Run 1, clock wiring as the flow saved it:
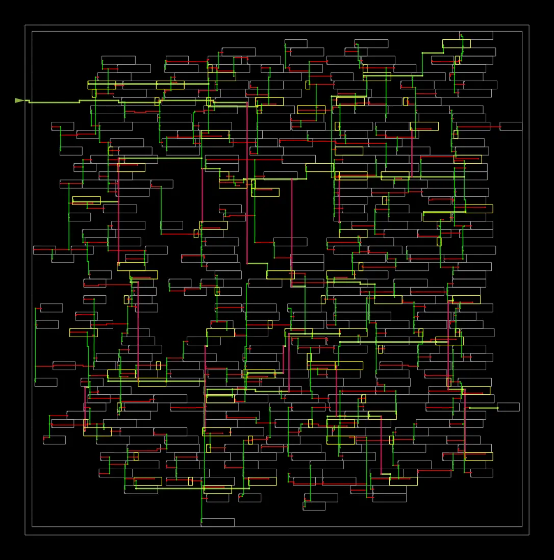
Run 1, wire density map:
(2 px per um) The die is cut into 33 by 34 equal tiles; black is low, pale yellow is high, scaled to the fullest tile. Values are wire area over tile area, all layers added.
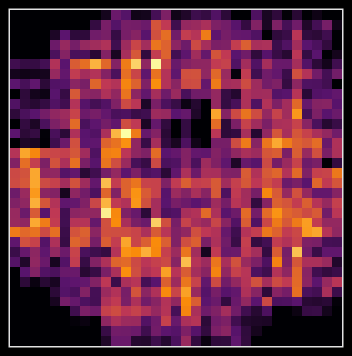
Run 1, where the registers sit:
(2 px per um) Other sequential cells in the stronger grey, the rest of the logic in the fainter grey.
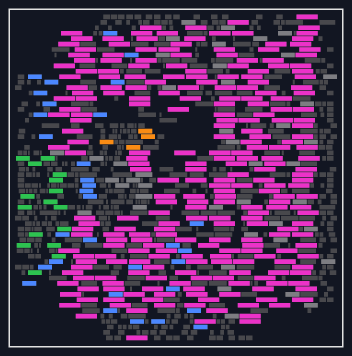
File: config.mk
export PLATFORM = sky130hd
export DESIGN_NAME = config_bus_receiver_flat
export DESIGN_NICKNAME = d
export VERILOG_FILES = /design/src/rtl/cgra_config_pkg.sv /design/src/rtl/config_bus_receiver_if.sv /design/src/rtl/cfg_fifo.sv /design/src/rtl/config_bus_receiver.sv /design/src/flat_wrapper.sv
export SDC_FILE = /design/constraint.sdc
export NUM_CORES = 1
export LEC_CHECK = 0
export CORE_AREA = 2 2 164 166
export CTS_CLUSTER_SIZE = 8
export DETAILED_ROUTE_END_ITERATION = 7
export DIE_AREA = 0 0 166 168
export MAX_ROUTING_LAYER = met4
export PLACE_DENSITY = 0.72
export SLEW_MARGIN = 40
export SYNTH_ARGS = -nofsm -noshare
export SYNTH_HDL_FRONTEND = slang
export SYNTH_SLANG_ARGS = --single-unit
export TNS_END_PERCENT = 30
File: constraint.sdc
create_clock -name clk_in -period 12.19 [get_ports clk_in]
set_clock_uncertainty 0.2 [all_clocks]
set_input_delay 2.438 -clock clk_in [delete_from_list [all_inputs] [get_ports clk_in]]
set_output_delay 2.438 -clock clk_in [all_outputs]
set_load 0.02 [all_outputs]
File: src/rtl/cgra_config_pkg.sv
// cgra_config_pkg: shared config-word field layout, FSM states and decode helper
package cgra_config_pkg;
  localparam int TILE_LSB = 0;
  localparam int TILE_MSB = 15;
  localparam int FEAT_LSB = 16;
  localparam int FEAT_MSB = 23;
  localparam int REG_LSB  = 24;
  localparam int REG_MSB  = 31;
  localparam logic [31:0] CFG_NOP_ADDR = '0;
  typedef enum logic [1:0] {IDLE, LOADING, DONE} cfg_rx_state_t;
  // reg is a keyword, so the register field is reg_id
  typedef struct packed {
    logic [15:0] tile;
    logic [7:0]  feature;
    logic [7:0]  reg_id;
    logic [31:0] data;
  } cfg_word_t;
  function automatic cfg_word_t cfg_decode(input logic [31:0] addr, input logic [31:0] data);
    return '{tile: addr[TILE_MSB:TILE_LSB], feature: addr[FEAT_MSB:FEAT_LSB],
             reg_id: addr[REG_MSB:REG_LSB], data: data};
  endfunction
endpackage

File: src/rtl/config_bus_receiver_if.sv
// config_bus_receiver_if: raw config input pair plus decoded valid/ready output bus
interface config_bus_receiver_if;
  logic [31:0] config_addr_in;
  logic [31:0] config_data_in;
  logic        cfg_valid_out;
  logic        cfg_ready_in;
  logic [15:0] cfg_tile_out;
  logic [7:0]  cfg_feature_out;
  logic [7:0]  cfg_reg_out;
  logic [31:0] cfg_data_out;
  logic        config_done_out;
  logic        overflow_out;
  logic [15:0] write_count_out;
  modport slave (
    input  config_addr_in, config_data_in, cfg_ready_in,
    output cfg_valid_out, cfg_tile_out, cfg_feature_out, cfg_reg_out, cfg_data_out,
           config_done_out, overflow_out, write_count_out
  );
  modport master (
    output config_addr_in, config_data_in, cfg_ready_in,
    input  cfg_valid_out, cfg_tile_out, cfg_feature_out, cfg_reg_out, cfg_data_out,
           config_done_out, overflow_out, write_count_out
  );
endinterface

File: src/rtl/cfg_fifo.sv
// cfg_fifo: synchronous FIFO of cfg_word_t; push while full is accepted only with a pop
module cfg_fifo
  import cgra_config_pkg::*;
#(
  parameter int DEPTH = 4
) (
  input  logic      clk,
  input  logic      rst,
  input  logic      push_i,
  input  logic      pop_i,
  input  cfg_word_t wdata_i,
  output cfg_word_t rdata_o,
  output logic      full_o,
  output logic      empty_o
);
  localparam int AW = $clog2(DEPTH);
  cfg_word_t mem_q [DEPTH];
  logic [AW:0] wr_q, rd_q;
  logic do_push, do_pop;
  assign empty_o = wr_q == rd_q;
  assign full_o  = (wr_q[AW] != rd_q[AW]) && (wr_q[AW-1:0] == rd_q[AW-1:0]);
  assign do_pop  = pop_i & ~empty_o;
  assign do_push = push_i & (~full_o | do_pop);
  // head reads as zero when empty so the bus is quiet after reset and drain
  assign rdata_o = empty_o ? '0 : mem_q[rd_q[AW-1:0]];
  always_ff @(posedge clk) begin
    if (rst) begin
      wr_q <= '0;
      rd_q <= '0;
    end else begin
      if (do_push) begin
        mem_q[wr_q[AW-1:0]] <= wdata_i;
        wr_q <= wr_q + 1'b1;
      end
      if (do_pop) rd_q <= rd_q + 1'b1;
    end
  end
endmodule

File: src/rtl/config_bus_receiver.sv
// config_bus_receiver: registers, decodes and buffers raw config words for the tile fabric,
// flags dropped words and detects end of configuration after an idle window.
module config_bus_receiver
  import cgra_config_pkg::*;
#(
  parameter int FIFO_DEPTH   = 4,
  parameter int IDLE_TIMEOUT = 8
) (
  input logic                  clk_in,
  input logic                  reset_in,
  config_bus_receiver_if.slave bus
);
  localparam int CW = $clog2(IDLE_TIMEOUT + 1);
  localparam logic [CW-1:0] T_MAX = CW'(IDLE_TIMEOUT);
  logic [31:0]   addr_q, data_q;
  cfg_rx_state_t state_q, state_d;
  logic [CW-1:0] cnt_q, cnt_d;
  logic          overflow_q;
  logic [15:0]   count_q;
  logic          wr_req, pop, push, full, empty;
  cfg_word_t     head;
  assign wr_req = addr_q != CFG_NOP_ADDR;
  assign pop    = ~empty & bus.cfg_ready_in;
  assign push   = wr_req & (~full | pop);
  cfg_fifo #(.DEPTH(FIFO_DEPTH)) u_fifo (
    .clk(clk_in), .rst(reset_in), .push_i(push), .pop_i(pop),
    .wdata_i(cfg_decode(addr_q, data_q)), .rdata_o(head), .full_o(full), .empty_o(empty)
  );
  always_ff @(posedge clk_in) begin
    if (reset_in) begin
      addr_q     <= '0;
      data_q     <= '0;
      state_q    <= IDLE;
      cnt_q      <= '0;
      overflow_q <= 1'b0;
      count_q    <= '0;
    end else begin
      addr_q     <= bus.config_addr_in;
      data_q     <= bus.config_data_in;
      state_q    <= state_d;
      cnt_q      <= cnt_d;
      overflow_q <= overflow_q | (wr_req & ~push);
      count_q    <= count_q + 16'(push && count_q != 16'hFFFF);
    end
  end
  // dropped words still reset the idle window; DONE waits for the FIFO to drain
  always_comb begin
    cnt_d   = (wr_req || state_q == IDLE) ? '0 : (cnt_q == T_MAX) ? cnt_q : cnt_q + 1'b1;
    state_d = state_q == IDLE ? (push ? LOADING : IDLE)
            : wr_req ? LOADING
            : (cnt_d == T_MAX && empty) ? DONE : state_q;
  end
  assign bus.cfg_valid_out   = ~empty;
  assign bus.cfg_tile_out    = head.tile;
  assign bus.cfg_feature_out = head.feature;
  assign bus.cfg_reg_out     = head.reg_id;
  assign bus.cfg_data_out    = head.data;
  assign bus.config_done_out = state_q == DONE;
  assign bus.overflow_out    = overflow_q;
  assign bus.write_count_out = count_q;
endmodule

File: src/flat_wrapper.sv
// flat-port wrapper written by rule: the top's interface ports become plain ports
module config_bus_receiver_flat import cgra_config_pkg::*;
#(
  parameter int FIFO_DEPTH   = 4,
  parameter int IDLE_TIMEOUT = 8
)
  (clk_in, reset_in, bus_config_addr_in, bus_config_data_in, bus_cfg_ready_in, bus_cfg_valid_out, bus_cfg_tile_out, bus_cfg_feature_out, bus_cfg_reg_out, bus_cfg_data_out, bus_config_done_out, bus_overflow_out, bus_write_count_out);
  config_bus_receiver_if bus_i ();
  input logic clk_in;
  input logic reset_in;
  input wire logic [$bits(bus_i.config_addr_in)-1:0] bus_config_addr_in;
  input wire logic [$bits(bus_i.config_data_in)-1:0] bus_config_data_in;
  input wire logic [$bits(bus_i.cfg_ready_in)-1:0] bus_cfg_ready_in;
  output wire logic [$bits(bus_i.cfg_valid_out)-1:0] bus_cfg_valid_out;
  output wire logic [$bits(bus_i.cfg_tile_out)-1:0] bus_cfg_tile_out;
  output wire logic [$bits(bus_i.cfg_feature_out)-1:0] bus_cfg_feature_out;
  output wire logic [$bits(bus_i.cfg_reg_out)-1:0] bus_cfg_reg_out;
  output wire logic [$bits(bus_i.cfg_data_out)-1:0] bus_cfg_data_out;
  output wire logic [$bits(bus_i.config_done_out)-1:0] bus_config_done_out;
  output wire logic [$bits(bus_i.overflow_out)-1:0] bus_overflow_out;
  output wire logic [$bits(bus_i.write_count_out)-1:0] bus_write_count_out;
  assign bus_i.config_addr_in = bus_config_addr_in;
  assign bus_i.config_data_in = bus_config_data_in;
  assign bus_i.cfg_ready_in = bus_cfg_ready_in;
  assign bus_cfg_valid_out = bus_i.cfg_valid_out;
  assign bus_cfg_tile_out = bus_i.cfg_tile_out;
  assign bus_cfg_feature_out = bus_i.cfg_feature_out;
  assign bus_cfg_reg_out = bus_i.cfg_reg_out;
  assign bus_cfg_data_out = bus_i.cfg_data_out;
  assign bus_config_done_out = bus_i.config_done_out;
  assign bus_overflow_out = bus_i.overflow_out;
  assign bus_write_count_out = bus_i.write_count_out;
  config_bus_receiver #(.FIFO_DEPTH(FIFO_DEPTH), .IDLE_TIMEOUT(IDLE_TIMEOUT)) u_core (.clk_in(clk_in), .reset_in(reset_in), .bus(bus_i));
endmodule
==> results.txt, run 1 <==
Numbers from the implementation run.

Across all register-to-register paths, the minimum setup slack is 9.41 ns. Ranked by total cell area, the synthesized netlist is headed by sky130_fd_sc_hd__edfxtp_1 (59%), sky130_fd_sc_hd__dfxtp_1 (15%), sky130_fd_sc_hd__mux4_2 (11%). Hold timing on the final database bottoms out at a slack of between 0.2 and 0.3 ns. After detailed placement, the design holds a cell count of 1177. The most critical setup path has its endpoint at bus_cfg_data_out[27]. The vertical die dimension is 168 um.

Setup violations remaining at the end of the flow were counted as 0. Summing all multi-input logic gate instances after layout gives 3180 um^2. Yosys reported that registers with async set or reset make up 0%. The endpoint type of the worst setup path is an output port. The layout report lists the combined flip-flop and latch area as 9600 um^2. The cell count of the worst hold path is 2. The number of global-route vias before repair is 6875.

The post-synthesis average cell area is 18.3 um^2. The worst setup path is launched from a register. The power per cell area is 204 nW/um^2. According to the floorplan report, the die width is ~170 um. The end of the worst register-to-register path is u_core.bus.write_count_out[9].

In this run the number of H-tree levels came out at 2. In the layout the commonest cells are sky130_fd_sc_hd__edfxtp_1 (256), sky130_fd_sc_hd__clkdlybuf4s50_1 (148), sky130_fd_sc_hd__dfxtp_1 (93). The dominant synthesized flop cell is sky130_fd_sc_hd__edfxtp_1. The core utilization at floorplan is between 40 and 50%. The cell accounting for the most synthesized area is sky130_fd_sc_hd__edfxtp_1. The first global-routing pass estimated around 39000 um of wire.

The number of buffers outside the clock class in the layout is 159. TritonCTS built the clock tree. For reference, the final report shows the max-slew violation count at 0. Max-cap violations in this run came to 0. The power in sequential cells is 1.41 mW. The area of all placed cells without fillers is 16300 um^2.

The leftover overflow at the end of global routing is 0. The number of different library cells in the post-synthesis netlist is 38. STA puts the critical path data required time at 9.55 ns. The routability congestion estimate is 0.750. The highest supply drop recorded on VDD is 0.118 mV. Setup repair after global routing left no endpoint under its margin. In this run the cell area measured after placement is around 15000 um^2. The shortest clock period the worst path allows after layout is 5.75 ns.

From synthesis to final layout, the design area changed by 26.1%. Per the OpenROAD power report, switching power amounts to approximately 840 uW. The synthesis stat section lists a flop and latch total of 351.

The iteration-0 DRC count of the detailed router is 438. The combined area of all synthesized cells is 12900 um^2. The relative area of clock buffers and inverters in the final design is 8.76%. Per report_power, the Clock row totals 1.23 mW. Entering global routing, the biggest net connects about 75 pins. The detailed-route wire length is 24300 um.

The actual slew at the worst max-slew pin is 0.734 ns. The fraction of area in non-clock buffers is 10.0%. The final design utilization is 61.8%. Counting along the longest clock path gives a buffer depth of 3. The region available for standard cell placement spans 26400 um^2. Across every metal layer, demand over resource in global routing totals between 10% and 20%.

After routing, the total negative slack on setup checks comes to 0 ns. In the power breakdown, the biggest contributor is sequential cells. For this design the static power due to leakage is 5.47 nW.

Cells with a size suffix above 1 make up 15.9% of the layout. The data arrival time of the critical path is about 3.1 ns. The most area-hungry cell class in the final design is registers.

The vias per cell is 5.21. The worst reg-to-reg path cell count is 10. The commonest cells after synthesis are sky130_fd_sc_hd__edfxtp_1 (256), sky130_fd_sc_hd__dfxtp_1 (95), sky130_fd_sc_hd__and2_1 (69), sky130_fd_sc_hd__nor2b_1 (69), sky130_fd_sc_hd__mux4_2 (64). The final period utilization is 47.2%. The register share of total power is 42.3%. In this run, synthesis inferred between 200 and 300 flip-flops with an integrated enable. The most common cell in the synthesized netlist is sky130_fd_sc_hd__edfxtp_1. The max-slew check reports its worst relative slack as 51.1%. The report puts the hold buffer count at CTS at 0. 150 I/O pins were placed. The script logs the mean routed wire length per placed instance as 19.2 um. The source of the worst register-to-register timing path is u_core.addr_q[22]. The clock-pin slew of the registers on the worst-case setup and hold paths is 0.05 ns. The leading cell type in the layout, fill and taps excluded is sky130_fd_sc_hd__edfxtp_1.

In the Yosys report the total cell count is 708. The Yosys step of the flow raised 0 warnings. The clock root buffer is sky130_fd_sc_hd__clkbuf_16. Note that the worst hold path type here is register to register. The final layout report lists a non-clock inverter count of 7. After synthesis, flip-flops and latches occupy 74.2% of the total area. The number of antenna violations at the first check in global routing came to 0. The net count after synthesis is 784.

The layout net count is 963. The number of setup buffers added after CTS is 0. Fill cells in the final layout number 1884. The DRC violation total left in the routed layout is recorded as 0. The flow ran to the end, and the final reports show no timing, DRC or antenna violations.
-- 'clock wiring as the flow saved it' (at the start) --
clk_lat worst skew: 0.53 ns
number of clock sinks: 351
tally of clock buffers in the finished layout: 89
CTS buffer count: 49
num sequential: 351

-- 'wire density map' (at the start) --
nearly empty tiles: 11%
fullest tile: 0.41
densest ninth of the die: right middle
tiles over half the peak: 25%
mean over tiles: 0.14

-- 'where the registers sit' (at the start) --
| netlist name | colour | sequential cells |
|---|---|---|
| `u_core.bus.write_count_out` | green | 16 |
| `u_core.addr_q` | blue | 32 |
| `u_core.u_fifo.mem_q` | magenta | 256 |
| `u_core.cnt_q` | orange | 4 |

[run 1: stage by stage]
| stage | setup WS, ns | total power, mW |
|---|---|---|
| global placement | 6.67 | 2.13 |
| floorplan | 4.37 | 1.84 |
| global route | 6.20 | 3.47 |
| detailed placement | 6.90 | 2.14 |
| CTS | 6.32 | 3.38 |
| finish | 6.44 | 3.33 |
[run 1: flip-flops by register name, summed over array words and instances, names as in the netlist, named ones only]
| signal | cells |
|---|---|
| u_core.addr_q | 32 |
| u_core.bus.overflow_out | 1 |
| u_core.bus.write_count_out | 16 |
| u_core.cnt_q | 4 |
| u_core.data_q | 32 |
| u_core.state_q | 2 |
| u_core.u_fifo.mem_q | 256 |
| u_core.u_fifo.rd_q | 3 |
| u_core.u_fifo.wr_q | 3 |
[run 1: per-layer routing]
metal  part of all wire, %  vias up  track usage, %
met3                   6.1       36            4.18
met5                     0        -               -
met4                   1.6        0            4.80
li1                      -     3050               -
met1                    43     3316            24.2
met2                    49      205            29.3
[run 1: worst max-delay path, stage by stage, from the launching register on]
cell,delay [ns]
sky130_fd_sc_hd__dfxtp_4,0.64
sky130_fd_sc_hd__buf_6,0.58
sky130_fd_sc_hd__mux4_2,0.61
sky130_fd_sc_hd__and2_1,0.18
sky130_fd_sc_hd__clkdlybuf4s50_1,0.53
[run 1: kinds of logic (layout without fill, tap and decap cells)]
| group | after synthesis | in the layout | synth area share, % |
|---|---|---|---|
| compound gates | 14 | 14 | 0.784 |
| xor+xnor | 19 | 19 | 1.35 |
| fa+ha+maj | 9 | 9 | 0.871 |
| buf+inv | 38 | 256 | 1.31 |
| flops | 351 | 351 | 74.2 |
| mux | 67 | 67 | 11.4 |
| simple gates | 210 | 210 | 10.1 |
--- run 2 (diff from run 1) ---
- clock period: 12.19 -> 5.85 ns (I/O delays scaled with it)
Run 2, clock wiring as the flow saved it:
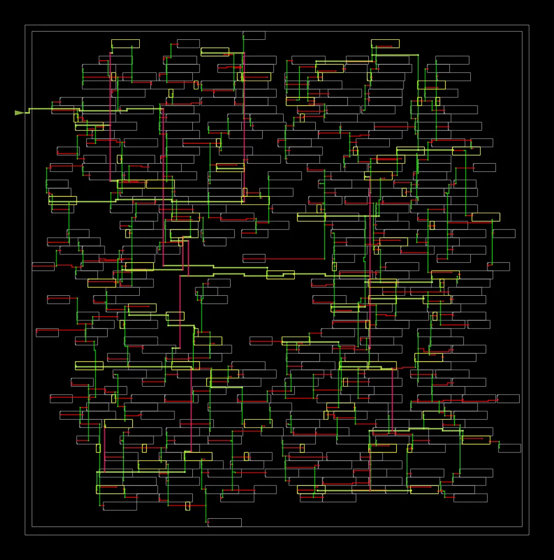
tally of clock buffers in the finished layout: 86
clock group power: 2.54 mW
clk_lat worst skew: 0.54 ns

Run 2, where the registers sit:
(2 px per um) Other sequential cells in the stronger grey, the rest of the logic in the fainter grey.
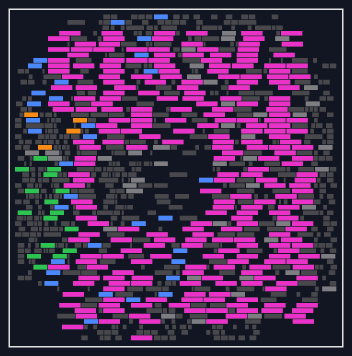
| netlist name | colour | sequential cells |
|---|---|---|
| `u_core.bus.write_count_out` | green | 16 |
| `u_core.u_fifo.mem_q` | magenta | 256 |
| `u_core.addr_q` | blue | 32 |
| `u_core.cnt_q` | orange | 4 |

==> run 2 against run 1 <==
Worst hold slack worse by 0.0037 ns. Highest routed layer unchanged. Critical endpoint is now bus_cfg_feature_out[4]. Die area is the same. Combinational power increased by 110%. Clock power is 110% higher.
==> results.txt, run 2 <==
Numbers from the implementation run.

The power per cell area was 425 nW/um^2 (+110%). The flow ran to the end, and the final reports show no timing, DRC or antenna violations. The clock tree from TritonCTS is built. Setup repair after global routing left no endpoint under its margin. The core utilization at floorplan is 49.0% (unchanged).

The endpoint type of the worst setup path is an output port. The combined area of all synthesized cells is 12900 um^2 (unchanged). The maximum vdd ir drop is 0.237 mV (+100%). The master of the slowest instance on the critical path is sky130_fd_sc_hd__dfxtp_4. The final timing summary puts the cycle share of the worst path at 74.8%. The actual slew at the worst max-slew pin came to 0.753 ns (+0.0193 ns). The max-cap check violation count is 0 (unchanged).

The leading cell type in the layout, fill and taps excluded is sky130_fd_sc_hd__edfxtp_1. The stage delay of the slowest cell on the critical path is 0.80 ns (+0.16 ns). The post-CTS setup buffer count is 0 (unchanged).

The headroom to the max-slew limit is 49.6% (-1.4 points). The post-route setup TNS is 0 ns (unchanged). The dominant delay contributor by cell family on the critical path is buffers and inverters. The share of post-route cells with drive strength above 1 was 15.9% (+0.034 points). The layout net count is 964 (+0.10%). STA classifies the critical path startpoint as a register. The count of buffer and inverter cells on the critical path is 2 (unchanged).

The dominant synthesized flop cell is sky130_fd_sc_hd__edfxtp_1. The wire length of the first global-routing pass is 38400 um (-0.41%). The number of flip-flops under the largest register name was 256 (unchanged). The vertical die dimension is 168 um (unchanged). The leftover overflow at the end of global routing is 0 (unchanged). The cell leakage power is 5.47 nW (about the same). After synthesis, the most frequently instantiated cells are sky130_fd_sc_hd__edfxtp_1 (256), sky130_fd_sc_hd__dfxtp_1 (95), sky130_fd_sc_hd__and2_1 (69), sky130_fd_sc_hd__nor2b_1 (69), sky130_fd_sc_hd__mux4_2 (64). The total clock buffers created by CTS is 49 (unchanged). The power in sequential cells is 2.95 mW (+110%).

The synthesized net count is 784 (unchanged). The iteration-0 DRC count of the detailed router is 420 (-4.1%). The final hold slack was 0.257 ns (-0.00372 ns). The count of fill cells added during filler insertion was 1892 (+0.42%). The total setup violations reported at the end of the flow is 0 (unchanged). Traced cell by cell, the critical path runs through buf_12 > mux4_2 > and2_1 > clkdlybuf4s50_1. The routed length per placed instance was 19.3 um (+0.44%). The net switching power of the design came to 1.77 mW (+110%). The fraction of the yosys area taken by sequential cells is 74.2% (unchanged). By instance count after routing, the leading logic cell types are sky130_fd_sc_hd__edfxtp_1 (256), sky130_fd_sc_hd__clkdlybuf4s50_1 (148), sky130_fd_sc_hd__dfxtp_1 (93). The root buffer cell chosen for the clock tree is sky130_fd_sc_hd__clkbuf_16. Looking at the group totals, the largest power group turns out to be sequential cells. The final timing report derives a shortest allowable period of 4.37 ns.

The H-tree depth is 2 (unchanged). The number of enable-type register cells in the synthesized netlist is 256 (unchanged). The post-synthesis average cell area is 18.3 um^2 (unchanged). The tightest min-delay check is of the register to register type. The fraction of synthesis flops using an asynchronous set or reset pin came to 0% (unchanged). The number of global-route vias before repair is 6804 (-1.0%).

The number of antenna violations at the first check in global routing is 1 (+1). The detailed-route wire length is 24400 um (+0.36%). The cell count listed in synth_stat.txt is 708 (unchanged). The pin count of the biggest net entering global routing is 64 (-15%). The area inside the core boundary is 26400 um^2 (unchanged). The cts-stage hold buffer count is 0 (unchanged). The clock sink total is 351 (unchanged). The die width is 166 um (unchanged).

The required time of the critical path was 4.48 ns (-5.07 ns). The vias per cell is 5.19 (-0.41%). The final count of pins violating max slew was 0 (unchanged). The register share of total power came to 42.5% (+0.2 points).
==> run 2: cell counts after synthesis <==
No cell type changed its count.
==> run 2: final timing paths <==
kind / start / slack, ns / end / cells after the start
max: register / 1.48 / bus_cfg_feature_out[4] / 4
min: u_core.bus.overflow_out / 0.26 / u_core.bus.overflow_out / 2
max reg2reg: u_core.addr_q[13] / 2.87 / u_core.bus.write_count_out[9] / 10
min reg2reg: u_core.bus.overflow_out / 0.26 / u_core.bus.overflow_out / 2
==> run 2: kinds of logic (layout without fill, tap and decap cells) <==
logic type                 Yosys count  in the layout  share of synthesized area (%)
and+or+nand+nor                    210            210                           10.1
buffers and inverters               38            254                           1.31
adders and majority gates            9              9                          0.871
muxes                               67             67                           11.4
other                                0              1                              0
DFF                                351            351                           74.2
xor gates and xnor gates            19             19                           1.35
AOI/OAI and AO/OA                   14             14                          0.784
==> run 2: layout make-up <==
class	count	area, um^2	area share (%)
diodes	1	2.50	0.0153
well taps	341	427	2.62
repair buffers	160	1660	10.2
clock buffers	86	1390	8.50
clock inverters	1	16.3	0.0998
flip-flops and latches	351	9600	58.9
inverters	7	26.3	0.161
multi-input cells	319	3190	19.6
==> run 2: routing by layer <==
layer | track usage (%) | routed length [um]
met1 | 24.2 | 10700
met2 | 28.6 | 11700
met3 | 4.47 | 1630
met4 | 4.73 | 361
met5 | - | 0
==> run 2: per-stage QoR <==
step,setup WS (ns),power (mW),util (%),area (um^2),std cells
2_1_floorplan,1.30,3.83,-,12900,708
5_1_grt,1.28,7.21,61.9,16300,1266
4_1_cts,1.38,7.03,61.9,16300,1265
6_report,1.48,6.93,61.9,16300,1266
3_5_place_dp,1.97,4.47,56.5,14900,1178
3_3_place_gp,2.00,4.44,56.1,14800,1172
Power is estimated from default activity; no workload was simulated.
